--- src/rtl/demux_rr_dispatcher.sv ---
// Round-robin 1-to-4 dispatcher: a one-word holding register steers each accepted
// word to the next enabled channel and counts delivered words per channel.
module demux_rr_dispatcher #(
   parameter int DATA_W = 8,
   parameter int CNT_W  = 8
) (
   input  logic                clk,
   input  logic                rst,
   input  logic                din_valid,
   output logic                din_ready,
   input  logic [DATA_W-1:0]   din_data,
   input  logic [3:0]          chan_en,
   output logic [3:0]          z_valid,
   input  logic [3:0]          z_ready,
   output logic [DATA_W-1:0]   z_data,
   output logic [1:0]          cur_sel,
   output logic                busy,
   output logic [4*CNT_W-1:0]  cnt
);

   typedef enum logic {
      ST_EMPTY = 1'b0,
      ST_FULL  = 1'b1
   } state_t;

   state_t              r_state;
   logic [1:0]          r_ptr;
   logic [1:0]          r_sel;
   logic [DATA_W-1:0]   r_data;
   logic [CNT_W-1:0]    r_cnt [4];

   logic                w_has_tgt;
   logic [1:0]          w_tgt;
   logic                w_out_xfer;
   logic                w_in_xfer;

   // Scan from the farthest offset down so the nearest enabled channel to r_ptr wins.
   always_comb begin
      w_has_tgt = 1'b0;
      w_tgt     = r_ptr;
      for (int k = 3; k >= 0; k--) begin
         if (chan_en[r_ptr + 2'(k)]) begin
            w_has_tgt = 1'b1;
            w_tgt     = r_ptr + 2'(k);
         end
      end
   end

   assign w_out_xfer = (r_state == ST_FULL) && z_ready[r_sel];
   assign din_ready  = w_has_tgt && ((r_state == ST_EMPTY) || w_out_xfer);
   assign w_in_xfer  = din_valid && din_ready;

   // NOTE: all state uses non-blocking assignments so every register samples
   // pre-edge values; the counter array is only four registers, so it is reset
   // explicitly rather than treated as an unreset memory.
   always_ff @(posedge clk) begin
      if (rst) begin
         r_state <= ST_EMPTY;
         r_ptr   <= 2'd0;
         r_sel   <= 2'd0;
         r_data  <= '0;
         for (int i = 0; i < 4; i++) begin
            r_cnt[i] <= '0;
         end
      end else begin
         if (w_in_xfer) begin
            r_data  <= din_data;
            r_sel   <= w_tgt;
            r_ptr   <= w_tgt + 2'd1;
            r_state <= ST_FULL;
         end else if (w_out_xfer) begin
            r_state <= ST_EMPTY;
         end
         if (w_out_xfer) begin
            r_cnt[r_sel] <= r_cnt[r_sel] + CNT_W'(1);
         end
      end
   end

   assign z_valid = (r_state == ST_FULL) ? (4'b0001 << r_sel) : 4'b0000;
   assign z_data  = r_data;
   assign cur_sel = r_sel;
   assign busy    = (r_state == ST_FULL);

   for (genvar g = 0; g < 4; g++) begin : g_cnt
      assign cnt[g*CNT_W +: CNT_W] = r_cnt[g];
   end

endmodule

--- config.mk ---
export PLATFORM = sky130hd
export DESIGN_NAME = demux_rr_dispatcher
export DESIGN_NICKNAME = d
export VERILOG_FILES = /design/src/rtl/demux_rr_dispatcher.sv
export SDC_FILE = /design/constraint.sdc
export NUM_CORES = 1
export LEC_CHECK = 0
export ABC_AREA = 1
export ABC_CLOCK_PERIOD_IN_PS = 2300
export CORE_MARGIN = 3
export CORE_UTILIZATION = 48
export CTS_CLUSTER_DIAMETER = 60
export DETAILED_ROUTE_END_ITERATION = 7
export PLACE_DENSITY = 0.84
export SLEW_MARGIN = 30
export SYNTH_ARGS = -nofsm -noshare
export SYNTH_HDL_FRONTEND = slang
export SYNTH_SLANG_ARGS = --single-unit
--- constraint.sdc ---
create_clock -name clk -period 2.3 [get_ports clk]
set_input_delay 0.23 -clock clk [delete_from_list [all_inputs] [get_ports clk]]
set_output_delay 0.23 -clock clk [all_outputs]
set_load 0.005 [all_outputs]
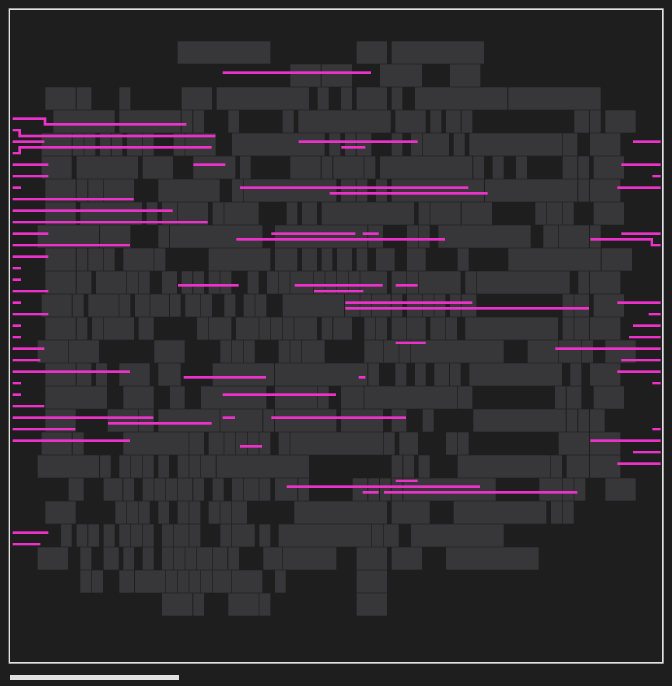
Fig. 1. The metal 3 layer (run 1).
Scale bar: 20 µm. Cells faint in the background.
68 nets have wire on it. The layer carries 607 µm of wire. The longest straight run is 28.5 µm. The layer holds 9.7% of the routed length.
total wire length: 6250 µm
met3 Usage GRT: 0.0657
routed via count: 2289

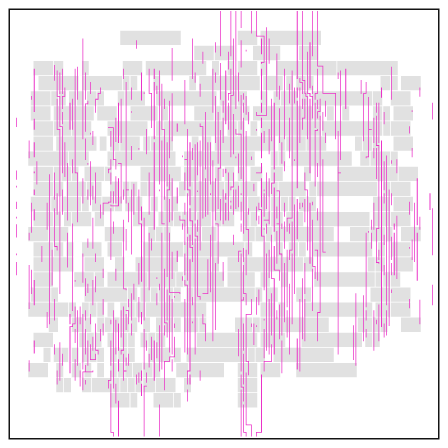
Fig. 2. Signal wires on met2 (run 1).
Cells faint in the background.
The longest straight run is 40.1 µm. 337 nets have wire on it. The layer holds 49% of the routed length. The wires run mostly vertical.
GR Util met2: 0.383

==> flow_metrics.tcl, run 1 <==
# yosys + openroad results
set metrics [dict create \
    ys_warn_count 0 \
    setup_viol 0 \
    coreArea_mm2 0.00482 \
    ys_sh_adder 0.00515 \
    outcome "finished, final reports clean" \
    wl_met2_um 3060 \
    slowest_stage "dfxtp_1" \
    layout-drive-gt1-share 0.0914 \
    r2r_slack_ns 0.28 \
    ys_sh_simple 0.301 \
    common_cells "nand2_1, nor2_1, edfxtp_1" \
    utilization 0.683 \
    layoutNonFillerInstCount 450 \
    r2r_end "r_cnt[1][7]" \
    clockRootBuffer "clkbuf_8" \
    cts_num_sinks 47 \
    path_max_fanout 8 \
    cpLargestDelayFamily "simple AND/OR/NAND/NOR gates" \
    dp_hpwl_um 4650 \
    place_worst_setup_slack_ns 0.310 \
    worstPathCellList "inv_2 -> nand2_1 -> nand2_1 -> nand2_1 -> nand4_1 -> nand2_1 -> inv_1 -> clkdlybuf4s50_1" \
    antenna_found_initial 0 \
    p_leak_uw 0.00141 \
    use_met1 0.249 \
    synth_seq_share 0.520 \
    yosys_cells 309 \
    gp_congestion 0.927 \
    fp_nets 329 \
    synthArstFlopShare 0 \
    dr.max_layer_used "met4" \
    drt-pass1-iter-count 4 \
    whs_ns 0.469 \
    worst_pin_slew_ns 0.475 \
    synth.mux.area_fraction 0 \
    critPathRequiredTime_ns 2.07 \
    aoi_share 0.0840 \
    cp-startpoint "cur_sel[0]" \
    clkTransAtPathRegs_ns 0.09 \
    cap_violations 0 \
    path_class "reg2out" \
]
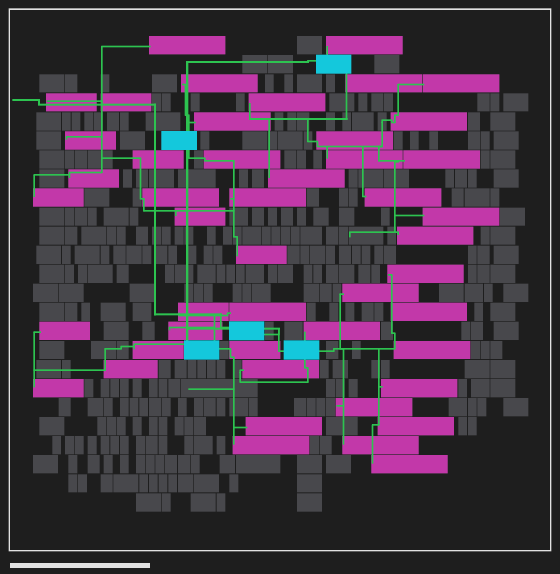
Fig. 3. Clock distribution (run 1).
Scale bar: 20 µm.
clock-net drivers: in cyan, count 5. clock wires: in green, length 537 µm. flip-flops: in magenta, count 47.
There are 6 routed clock nets.
Clk pwr share: 0.204
clk latency late pin: 0.30 ns

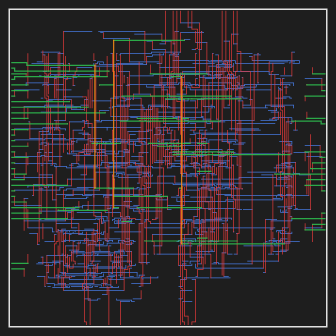
Fig. 4. Signal wires by layer (run 1).
M1: in blue, wire length 2470 µm. M2: in red, wire length 3060 µm. M4: in orange, wire length 112 µm. M3: in green, wire length 607 µm.
total track usage: 0.218
wire per inst: 13.9 µm

==> run 1: power by group <==
group          total (µW)  switching, µW  internal, µW  leakage (µW)
logic                1300            803           495      0.000894
clock network         622            271           352     0.0000612
registers            1140            118          1020      0.000455
total                3060           1190          1870       0.00141
==> run 1: cell type report <==
type	count	area [µm²]
clock inverter	2	35.0
inverter	41	156
multi-input combinational	214	956
fill	398	1530
tap	67	83.8
timing repair buffer	73	713
sequential	47	1260
clock buffer	6	82.6
==> run 1: layout by cell type (no fill, tap or decap), drive strengths merged <==
cell type,count
edfxtp,32
nor3,2
nand2,98
clkbuf,6
ha,1
o21ai,10
clkinv,1
o211ai,3
bufinv,1
inv,41
a32oi,1
dfxtp,15
buf,7
xnor2,1
a21boi,1
a21oi,20
nand3,21
and2,1
clkdlybuf4s50,66
nand4,3
a211oi,2
nor2,50
--- run 2 (diff from run 1) ---
CAP_MARGIN = 20   (was unset)
==> flow_metrics.tcl, run 2 <==
# yosys + openroad results
set metrics [dict create \
    outcome "finished, final reports clean" \
    lay_top_count "nand2_1" \
    drt-total-wl_um 6250 \
    synthArstFlopShare 0 \
    use_met3 0.0657 \
    grt_use_met2 0.383 \
    layout-drive-gt1-share 0.0914 \
    pg_seq_uw 1140 \
    most-common-layout-cells "nand2_1, clkdlybuf4s50_1, nor2_1, edfxtp_1, inv_1" \
    antenna_found_initial 0 \
    switching_share 0.390 \
    top_power_group "combinational cells" \
    dr.max_layer_used "met4" \
    clkTransAtPathRegs_ns 0.09 \
    insertion_delay_ns 0.30 \
    drt-wirelength-per-cell_um 13.9 \
    path_max_fanout 8 \
    grt_usage 0.218 \
    aoi_share 0.0840 \
    drt-pass1-iter-count 4 \
    vias 2289 \
    wl_met2_um 3060 \
    worst_pin_slew_ns 0.475 \
    ys_sh_adder 0.00515 \
    layoutNonFillerInstCount 450 \
    internal-power_uw 1870 \
    coreArea_mm2 0.00482 \
    synth.mux.area_fraction 0 \
    p_switching_uw 1190 \
    gp_congestion 0.927 \
    synth_seq_share 0.520 \
]
-- run 2: cell counts after synthesis --
Identical to the previous run, type by type.
-- run 2: critical path, stage by stage (launching register included) --
cell	delay [ns]
dfxtp_1	0.51
inv_2	0.08
nand2_1	0.06
nand2_1	0.05
nand2_1	0.07
nand4_1	0.24
nand2_1	0.14
inv_1	0.04
clkdlybuf4s50_1	0.43
-- run 2: cell type report --
type / instances / area [µm²] / share of cell area
well taps: 67 / 83.8 / 0.0255
multi-input cells: 214 / 956 / 0.290
repair buffers: 73 / 713 / 0.217
flip-flops and latches: 47 / 1260 / 0.384
inverters: 41 / 156 / 0.0475
clock inverters: 2 / 35.0 / 0.0106
clock buffers: 6 / 82.6 / 0.0251
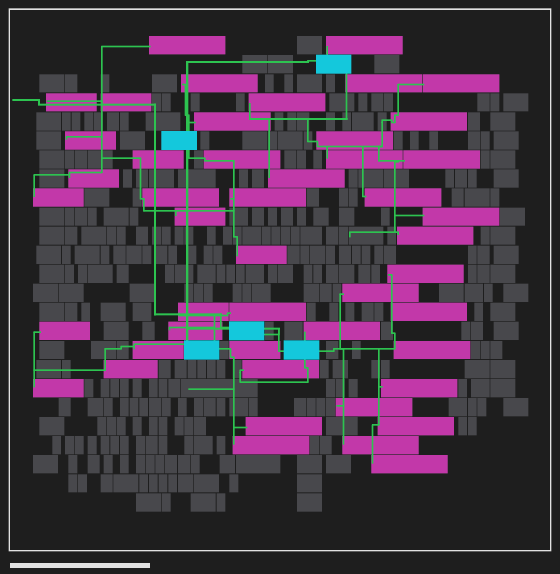
Fig. 5. Clock distribution (run 2).
Scale bar: 20 µm.
clock wires: in green, length 537 µm. clock-net drivers: in cyan, count 5. flip-flops: in magenta, count 47.
There are 6 routed clock nets.
Clock group: 622 µW
Worst Skew: 0.00614 ns

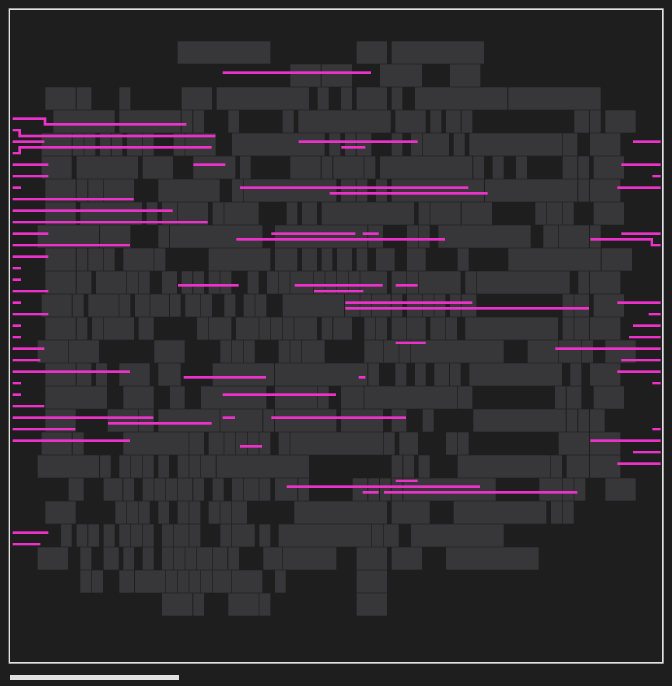
Fig. 6. The metal 3 layer (run 2).
Scale bar: 20 µm. Cells faint in the background.
68 nets have wire on it. The layer carries 607 µm of wire. The layer holds 9.7% of the routed length.

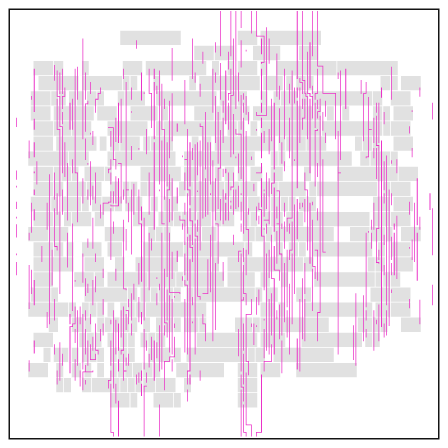
Fig. 7. Signal wires on met2 (run 2).
Cells faint in the background.
The wires run mostly vertical. The longest straight run is 40.1 µm.

Power figures rest on the tool's default switching activity, not on a simulated workload.
